==> config.mk <==
export PLATFORM = sky130hd
export DESIGN_NAME = hex_scan_display_flat
export DESIGN_NICKNAME = d
export VERILOG_FILES = /design/src/rtl/hex_scan_display_if.sv /design/src/rtl/hex_scan_display.sv /design/src/flat_wrapper.sv
export SDC_FILE = /design/constraint.sdc
export NUM_CORES = 1
export LEC_CHECK = 0
export ABC_AREA = 1
export CELL_PAD_IN_SITES_DETAIL_PLACEMENT = 1
export CELL_PAD_IN_SITES_GLOBAL_PLACEMENT = 2
export CORE_MARGIN = 1.5
export CORE_UTILIZATION = 35
export DETAILED_ROUTE_END_ITERATION = 7
export PLACE_DENSITY = 0.9
export SLEW_MARGIN = 20
export SYNTH_ARGS = -nofsm -noshare
export SYNTH_HDL_FRONTEND = slang
export SYNTH_SLANG_ARGS = --single-unit
export TNS_END_PERCENT = 10
==> constraint.sdc <==
create_clock -name clk -period 3.1 [get_ports clk]
set_input_delay 0.31 -clock clk [delete_from_list [all_inputs] [get_ports clk]]
set_output_delay 0.31 -clock clk [all_outputs]
set_load 0.01 [all_outputs]
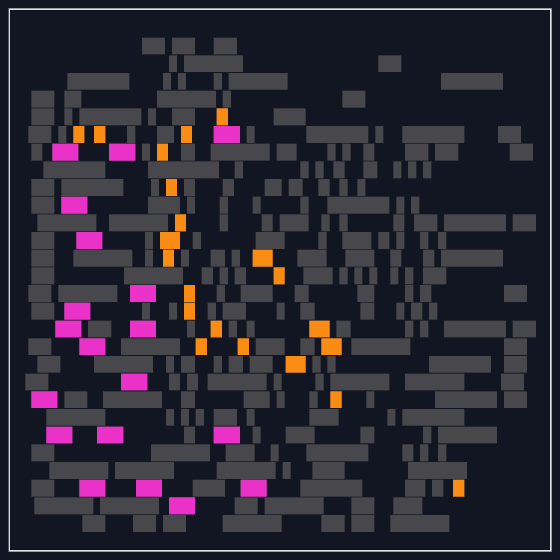
(images/gates.png)
legend:
  magenta:
    family: mux cells
    cells: 19
  orange:
    family: aoi and oai cells
    cells: 21
fraction of area in multi-input gates: 34.8%
non-filler cells in the finished layout: 342
most instantiated logic cell after routing: sky130_fd_sc_hd__nand2_1

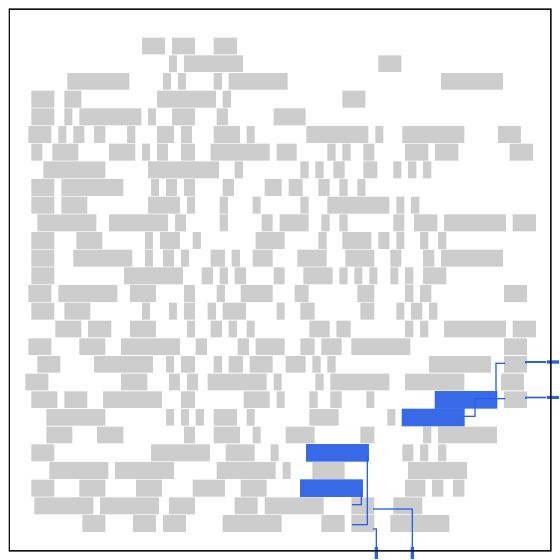
(images/port_trees.png)
legend:
  blue:
    port: `bus_an`
    bits: 4
    direction: output
    end_cells: 4
    buffers: 4
    wire: 53.5 microns
ports placed on the boundary: 42
Port Buffers: 41

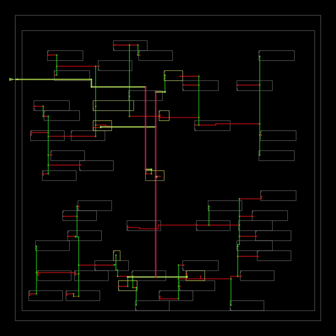
(images/clock_nets.png)
number of buffers created by CTS: 5
clkbuf count: 5

==> run_results.csv <==
group,metric,value,unit
placement,detailed_place.area,2680,sq um
die,fp_util,37.0,%
worst_setup_path,critPathCaptureType,"flip-flop",
logic_synthesis,synth.distinct_cells,26,
logic_synthesis,synth.yosys.num_cells,224,
logic_synthesis,xor_area_share,0.390,%
global_route,grt_pass1_vias,1804,
global_route,use_met2,26.1,%
power,p_sw_share,25.9,%
worst_setup_path,critical_path_peak_fanout,20,
timing,hold_slack,0.168,ns
placement,dp_hpwl,3.68,mm
logic_synthesis,post_synth_main_area_contributors,"sky130_fd_sc_hd__dfrtp_1 31%, sky130_fd_sc_hd__dfstp_2 19%, sky130_fd_sc_hd__mux2_2 9.5%, sky130_fd_sc_hd__nand2_1 8.4%, sky130_fd_sc_hd__ha_1 6.1%",
cells_and_area,areaGrowthSynthToFinish,24.4,%
route,routedWlPerCell,14.4,microns
die,tap_cells,75,
power,seq_power_share,49.6,%
power,pwr_cell_area,481,nW/um^2
die,core_region_area,6060,sq um
clock_tree,resized_cells_post_cts,0,
clock_tree,worst_skew_late_latency,0.30,ns
global_route,antenna_found_initial,0,
timing,final.setup.tns,0,ns
global_route,grt_use_met3,2.68,%
timing,layout_min_cycle_time,2.08,ns
timing,timing.clock.skew,0.00752,ns
cells_and_area,layout.cell_area.non_filler,2790,sq um
cells_and_area,sequential_portion_of_the_cell_area,40.2,%
cells_and_area,nonClockInverterCount,16,
logic_synthesis,post_synthesis_share_of_cell_area_spent_on_full_adders_half_adders_and_majority_gates,6.13,%
clock_tree,number_of_post_cts_setup_repair_buffers,0,
timing,relSlewSlack,35.0,%
route,post_drt_via_cell_ratio,4.80,
clock_tree,ctsLongestPathBuffers,2,
logic_synthesis,synth_dominant_cell_count,"sky130_fd_sc_hd__nand2_1",
logic_synthesis,logic_family,"simple AND/OR/NAND/NOR gates",
placement,setup_slack_after_placement,1.05,ns
power,power-top-group,"sequential cells",
timing,layout_worst_path_cycle_share,67.0,%
run_status,status,"complete, no violations",
logic_synthesis,ys_sh_aoi,5.52,%
power,power.static_leakage,0.00122,uW
die,chipHeight,83.1,microns
worst_setup_path,worstSetupPathType,"reg -> reg",
cells_and_area,logic_area,971,sq um
logic_synthesis,netlist_instances,224,
power,p_int,995,uW
power,powerComb,234,uW
clock_tree,clkSinkCount,44,
flow_run,tally_of_openroad_warnings,34,
global_route,globalRouteTotalUtil,15.8,%
Power is estimated from default activity; no workload was simulated.
